**Run 1: clock nets**

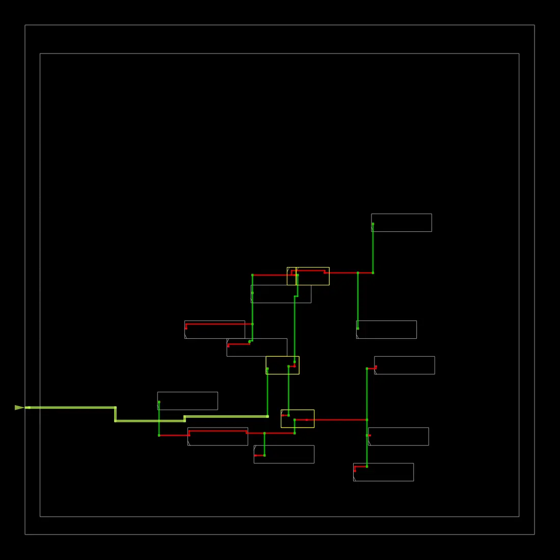
**Run 1: metal 2**

Scale: 4 px per µm. Cells faint in the background.
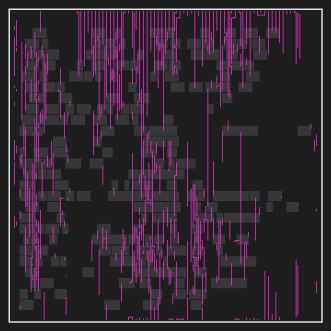
**Run 1: routed clock nets over the placement**

Scale: 8 px per µm.
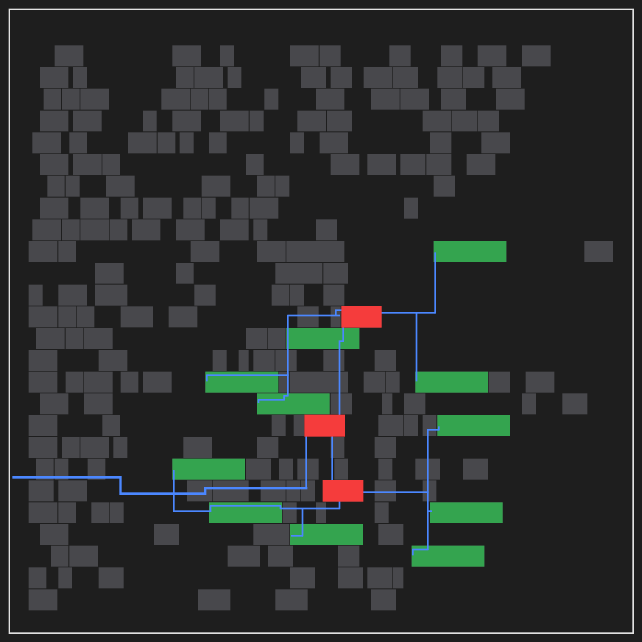
<file path="src/rtl/imem_arbiter.sv">
// Arbitrates a CPU fetch port and a program-loader write port onto one
// single-port instruction memory. Define IMEM_ARB_RR_EN for round-robin contention.
module imem_arbiter (
  input  logic        clk,
  input  logic        rst,
  input  logic        fetch_req,
  input  logic [7:0]  fetch_addr,
  output logic        fetch_gnt,
  output logic        fetch_rvalid,
  output logic [31:0] fetch_data,
  input  logic        load_req,
  input  logic [7:0]  load_addr,
  input  logic [31:0] load_wdata,
  input  logic        load_last,
  output logic        load_gnt,
  output logic [7:0]  mem_address,
  output logic [31:0] mem_data,
  output logic        mem_wren,
  input  logic [31:0] mem_q,
  output logic        busy,
  output logic [7:0]  load_count
);

  typedef enum logic [1:0] {IDLE = 2'd0, FETCH = 2'd1, LOAD = 2'd2} state_t;

  state_t state, state_nxt;

`ifdef IMEM_ARB_RR_EN
  // High when the loader wins the next contended cycle.
  logic prio_load;

  always_ff @(posedge clk or negedge rst)
    if (!rst)          prio_load <= 1'b1;
    else if (load_gnt) prio_load <= 1'b0;
    else if (fetch_gnt) prio_load <= 1'b1;
`endif

  always_ff @(posedge clk or negedge rst)
    if (!rst) state <= IDLE;
    else      state <= state_nxt;

  // Grants: gated by reset so nothing reaches memory while held in reset.
  always_comb begin
    fetch_gnt = 1'b0;
    load_gnt  = 1'b0;
    if (rst) begin
      if (state == LOAD) begin
        load_gnt = load_req;
      end else if (fetch_req && load_req) begin
`ifdef IMEM_ARB_RR_EN
        load_gnt  = prio_load;
        fetch_gnt = !prio_load;
`else
        load_gnt  = 1'b1;
`endif
      end else begin
        load_gnt  = load_req;
        fetch_gnt = fetch_req;
      end
    end
  end

  always_comb begin
    state_nxt = state;
    case (state)
      LOAD: if (load_gnt && load_last) state_nxt = IDLE;
      default: begin
        if (load_gnt)       state_nxt = load_last ? IDLE : LOAD;
        else if (fetch_gnt) state_nxt = FETCH;
        else                state_nxt = IDLE;
      end
    endcase
  end

  always_comb begin
    mem_wren    = load_gnt;
    mem_address = load_gnt ? load_addr : (fetch_gnt ? fetch_addr : 8'd0);
    mem_data    = load_gnt ? load_wdata : 32'd0;
    busy        = (state == LOAD);
    fetch_data  = mem_q;
  end

  always_ff @(posedge clk or negedge rst)
    if (!rst) fetch_rvalid <= 1'b0;
    else      fetch_rvalid <= fetch_gnt;

  // A grant outside LOAD is the first beat of a new burst.
  always_ff @(posedge clk or negedge rst)
    if (!rst) begin
      load_count <= 8'd0;
    end else if (load_gnt) begin
      if (state != LOAD)              load_count <= 8'd1;
      else if (load_count != 8'hFF)   load_count <= load_count + 8'd1;
    end

endmodule

</file>
<file path="config.mk">
export PLATFORM = sky130hd
export DESIGN_NAME = imem_arbiter
export DESIGN_NICKNAME = d
export VERILOG_FILES = /design/src/rtl/imem_arbiter.sv
export SDC_FILE = /design/constraint.sdc
export NUM_CORES = 1
export LEC_CHECK = 0
export CORE_MARGIN = 2
export CORE_UTILIZATION = 21
export DETAILED_ROUTE_END_ITERATION = 12
export HOLD_SLACK_MARGIN = 0.08
export PLACE_DENSITY_LB_ADDON = 0.2
export SYNTH_ARGS = -nofsm -noshare
export SYNTH_HDL_FRONTEND = slang
export SYNTH_SLANG_ARGS = --single-unit
</file>
<file path="constraint.sdc">
create_clock -name clk -period 1.6 [get_ports clk]
set_input_delay 0.32 -clock clk [delete_from_list [all_inputs] [get_ports clk]]
set_output_delay 0.32 -clock clk [all_outputs]
set_load 0.02 [all_outputs]
</file>
==> ci_impl_report.md, run 1 <==
## Implementation flow summary

| Metric | Value |
|---|---|
| Outcome | finished with violations |
| Failing checks | negative setup slack |
| Chip area | roughly 0.0061 mm² |
| Crit path capture type | output port |
| Internal power | 783 µW |
| Most common logic cells in the final layout | clkdlybuf4s50_1 (52), and3_1 (32), buf_4 (18), clkdlybuf4s15_1 (15), dfrtp_1 (11) |
| CTS clock-pin slew for the worst setup and hold paths | approximately 50 ps |
| Post-layout min period | between 1500 and 2000 ps |
| Hold_buf cts | 0 |
| Core Util, Final | approximately two fifths |
| Sw power | between 300 and 400 µW |
| Crit path max-delay family | flip-flops |
| Setup Total Neg Slack | -1220 ps |
| First-pass DRT Iterations | 4 |
| Slew Viols, Final | 0 |
| Sw Share | roughly a third |
| FP Core Util | around 22% |
| Most common cell in the synthesized netlist | buf_4 |
| RSZ-0062 raised after global routing | yes |
| CORE AREA | 0.00517 mm² |
| Share of cells above drive strength 1 | about a quarter |
| Max Cap Violations | 0 |
| Root Buffer | clkbuf_8 |
| I/O Buffers | 105 |
| Post-synthesis sequential element count | 11 |
| Post-synth top cells | buf_4 (33), and3_1 (32), dfrtp_1 (11) |
| Comb pwr share | between 40% and 50% |
| Unique masters post-synth | 31 |
| Final setup viols | 10 |
| Top pwr grp | combinational logic |
| Mean Syn Cell Area | ~8.2 µm² |
| Final WS setup | -146 ps |
| Placed inst area | between 0.002 and 0.0025 mm² |
| Pre-CTS WS | -760 ps |
| Row cnt | 26 |
| Dominant flop cell | dfrtp_1 |
| Crit path cell chain | and2b_1, nor3_4, buf_12, a22o_1, buf_4 |
| Initial antenna violation count | 0 |
| Largest net degree at the start of global routing | 26 |
| Required @ worst endpoint | 1280 ps |
| # diodes | 0 |
| Seq group | approximately 350 µW |
Notes on 'clock nets' above:
registers: 11
clock buf count: 4
CTS buffer count: 3

Notes on 'metal 2' above:
The longest straight run is 32.8 µm. 251 nets have wire on it. The layer holds 53% of the routed length.
GR Util met2: 22.5%
Post-Route WL: 4.13 mm
via count: 1300

Notes on 'routed clock nets over the placement' above:
Key: flip-flops = green [count 11]; clock wires = blue [length 196 µm]; clock-net drivers = red [count 3]
There are 4 routed clock nets.
clk ins delay skew pair: 230 ps
power share of the clock group: 23.7%
skew final: 2.01 ps
Clock group: 280 µW

run 1: metal layers:
layer	up-vias	wire length, µm	track usage (%)
met5	-	0	0
met4	0	10	2.68
li1	633	-	-
met2	77	2170	22.5
met1	584	1500	14.6
met3	6	442	5.47
run 1: kinds of logic (layout without fill, tap and decap cells):
logic type | Yosys count | count (layout) | synth area share [%]
and+or+nand+nor | 52 | 52 | 29.1
buffers and inverters | 48 | 126 | 27.2
AOI/OAI and AO/OA | 27 | 27 | 17.6
DFF | 11 | 11 | 24.1
adders and majority gates | 1 | 1 | 1.09
muxes | 1 | 1 | 0.875
run 1: worst max-delay path by stage:
| stage | from | end | cells past startpoint | slack [ps] |
|---|---|---|---|---|
| finish | state[0]$_DFFE_PN0P_ | mem_address[0] | 5 | -150 |
| global placement | rst | mem_address[6] | 6 | -740 |
| global route | state[1]$_DFFE_PN0P_ | mem_address[0] | 5 | -220 |
| floorplan | state[1]$_DFFE_PN0P_ | mem_address[0] | 3 | -20 |
| CTS | state[0]$_DFFE_PN0P_ | mem_address[0] | 5 | -160 |
| detailed placement | rst | mem_address[3] | 6 | -760 |
run 1: registers in the layout, indices dropped and copies added (netlist names):
signal / cells
state: 2
load_count: 8
fetch_rvalid: 1
run 1: layout make-up:
type	instances	share of cell area (%)
multi-input cells	81	27.3
flip-flops and latches	11	13.5
inverters	3	0.550
clock buffers	4	2.20
repair buffers	119	52.2
well taps	70	4.28
run 1: what timing repair did:
| action | 4_1_cts | 5_1_grt |
|---|---|---|
| gates resized | 126 | 31 |
| buffers inserted | 0 | 1 |
| setup endpoints to repair | 54 | 34 |
run 1: worst register-to-register path, stage by stage, from the launching register on:
cell     delay (ps)
dfrtp_1         440
ha_1            280
and3_2          270
a31o_1          230
a22o_1          170
**Run 1: cells coloured by class**

Scale: 4 px per µm. Fill, decap, tap and diode cells in grey.
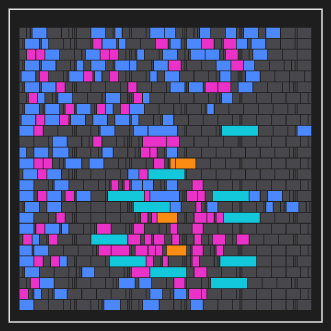

--- run 2 (diff from run 1) ---
--- a/config.mk
+++ b/config.mk
@@ -6,7 +6,8 @@
 export NUM_CORES = 1
 export LEC_CHECK = 0
 export CORE_MARGIN = 2
-export CORE_UTILIZATION = 21
+export CORE_UTILIZATION = 22
+export CTS_BUF_LIST = sky130_fd_sc_hd__clkbuf_2
 export DETAILED_ROUTE_END_ITERATION = 12
 export HOLD_SLACK_MARGIN = 0.08
 export PLACE_DENSITY_LB_ADDON = 0.2
**Run 2: cells coloured by class**

Scale: 4 px per µm. Fill, decap, tap and diode cells in grey.
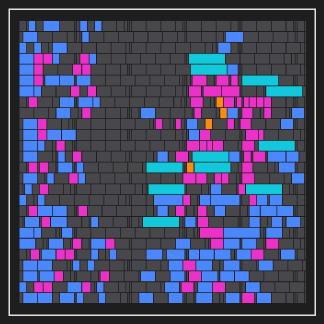
Key: clock drivers and dummy loads = orange [cells 4, share of their area 1.0%]; remaining buffers and delay cells = blue [cells 126, share of their area 57%]; remaining logic cells = magenta [cells 84, share of their area 29%]; registers = cyan [cells 11, share of their area 14%]
Seq area share: 13.2%
Core Util, Final: 41.2%
row cnt: 26
Final Cell Area: 0.00209 mm²

==> run 2 against run 1 <==
Against the previous run:
- the flow still finishes with violations (negative setup slack)
- combinational power up 7.7%
- core utilization up 1.6 points
- maximum frequency down 5.7%
- highest routed layer unchanged
- non-clock buffer count up 7
- die size down 4.3%
- sequential power down 1%
- synthesized area unchanged
==> ci_impl_report.md, run 2 <==
## Implementation flow summary

| Metric | Value |
|---|---|
| Simple-Gate Area Share | between 20% and 30% |
| Final WS setup | -251 ps |
| Final net count | roughly 310 |
| Xor/xnor share | 0% |
| Top reg by flops | load_count |
| Hold_buf cts | 0 |
| Via count | roughly 1400 |
| Min-delay worst type | input port to async pin |
| RSZ-0062 raised after global routing | yes |
| CTS clock-pin slew for the worst setup and hold paths | 110 ps |
| Critical Path Source | state[1]$_DFFE_PN0P_ |
| M1 GR Usage | between 10% and 20% |
| Chip area | between 0.005 and 0.006 mm² |
| Area fraction in compound gates | between 10% and 20% |
| Skew final | roughly 2.8 ps |
| Post-Synthesis Cells | between 100 and 150 |
| Internal power | about 700 µW |
| Dominant flop cell | dfrtp_1 |
| Sw power | a little under 400 µW |
| Synth logic family | simple AND/OR/NAND/NOR gates |
| CP max stage cell | dfrtp_1 |
| Final setup viols | 10 |
| Max Cap Violations | 0 |
| Power share of the clock group | 14.6% |
| Most common logic cells in the final layout | clkdlybuf4s50_1 (50), and3_1 (32), clkbuf_2 (32), buf_4 (17), dfrtp_1 (11) |
| # diodes | 0 |
| Most common cell in the synthesized netlist | buf_4 |
| DRT iter0 DRCs | 46 |
| Post-synthesis sequential element count | 11 |
| Setup Total Neg Slack | -2130 ps |
| Outcome | finished with violations |
| First-pass DRT Iterations | 4 |
| GR Util met2 | a little under a quarter |
| Crit path cell chain | and2b_2, nor3_4, clkbuf_16, a22o_1, buf_6 |
| Largest regs | load_count: 8 flops, state: 2 flops, fetch_rvalid: 1 flops |
| Crit path max-delay family | simple AND/OR/NAND/NOR gates |
| Post-synth top cells | buf_4 (33), and3_1 (32), dfrtp_1 (11) |
| Post-layout min period | 1850 ps |
| Post-Route WL | 4.05 mm |
| CTS buffer count | 3 |
| Unique masters post-synth | 31 |
| Max reg flops | 8 |
| MUX share of area | less than 1% |
| Slew Viols, Final | 0 |
| Logic area | 561 µm² |
| Share of cells above drive strength 1 | around 33% |
| Mean Syn Cell Area | 8.17 µm² |
| Flop-to-flop setup slack | between 100 and 150 ps |
| GRT busiest layer | met2 |
| Met3 usage in global routing | roughly 7.3% |
| Required @ worst endpoint | about 1300 ps |
| Root Buffer | clkbuf_2 |
| Pre-CTS WS | -817 ps |
| Comb pwr share | between 50% and 60% |
| Yosys Chip Area | roughly 0.0011 mm² |
| FA/HA/MAJ Cells, Area Fraction | 1.09% |
| Fin crit share | 116% |
| Initial antenna violation count | 0 |
| Leak Pwr | ~1.1 nW |
| FP Core Util | between 20% and 30% |
| Failing checks | negative setup slack |
| Crit. path cell count | 5 |
| Sw Share | 36.1% |
| Critical Path Sink | mem_address[0] |
| CTS tree | yes |
| CORE AREA | between 0.005 and 0.006 mm² |
**Run 2: ports around the boundary**

Scale: 4 px per µm. Pins as bars across the die edge, other pins in grey.
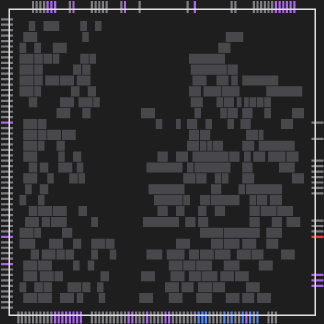
Key: `mem_wren` = red [pins 1, direction output, edge right]; `fetch_data` = purple [pins 32, direction output, edge 14 bottom, 12 top, 3 right, 3 left]; `fetch_addr` = blue [pins 8, direction input, edge bottom]
die width: 76.1 µm
Die H: 76.1 µm
I/O Buffers: 105

run 2: cell count changes in the layout (fill, tap and decap cells not counted), sizes merged, moves of 2 or more:
cell           delta
dlygate4sd2       -2
clkdlybuf4s50     -2
clkbuf           +20
dlymetal6s2s      +3
buf               -3
clkdlybuf4s15     -9
run 2: worst register-to-register path, stage by stage (launching register included):
cell and delay (ps):
dfrtp_1 440, ha_1 250, and3_2 280, a31o_1 230, a22o_1 170
run 2: power by group through the flow:
| stage | clock network, mW | logic (mW) | registers (mW) |
|---|---|---|---|
| after floorplan | 0 | 0.319 | 0.389 |
| final | 0.160 | 0.598 | 0.340 |
| after CTS | 0.167 | 0.607 | 0.339 |
| after detailed placement | 0 | 0.615 | 0.345 |
| after global routing | 0.182 | 0.644 | 0.345 |
| after global placement | 0 | 0.613 | 0.346 |
run 2: metrics by stage:
stage,cell area (µm²),power [mW],hold slack [ps]
2_1_floorplan,1140,0.708,24.4
3_3_place_gp,2110,0.959,601
3_5_place_dp,2110,0.960,587
4_1_cts,2180,1.11,132
5_1_grt,2090,1.17,155
6_report,2090,1.10,156
run 2: what timing repair did:
item / CTS / global route
buffers inserted: 3 / 1
cloned: 0 / 1
resized: 142 / 34
endpoints found under the setup margin: 54 / 44
pin swaps: 0 / 9
run 2: metal layers:
metal | wire length (µm) | up-vias
li1 | - | 646
met4 | 22 | 0
met5 | 0 | -
met3 | 501 | 4
met2 | 1940 | 102
met1 | 1580 | 608
run 2: area by class of cell:
class                           count  share of cell area (%)
Timing Repair Buffer              126                    54.1
Tap cell                           70                    4.19
Clock buffer                        4                   0.958
Inverter                            3                   0.719
Multi-Input combinational cell     81                    26.8
Sequential cell                    11                    13.2
Power and IR drop assume default switching activity.
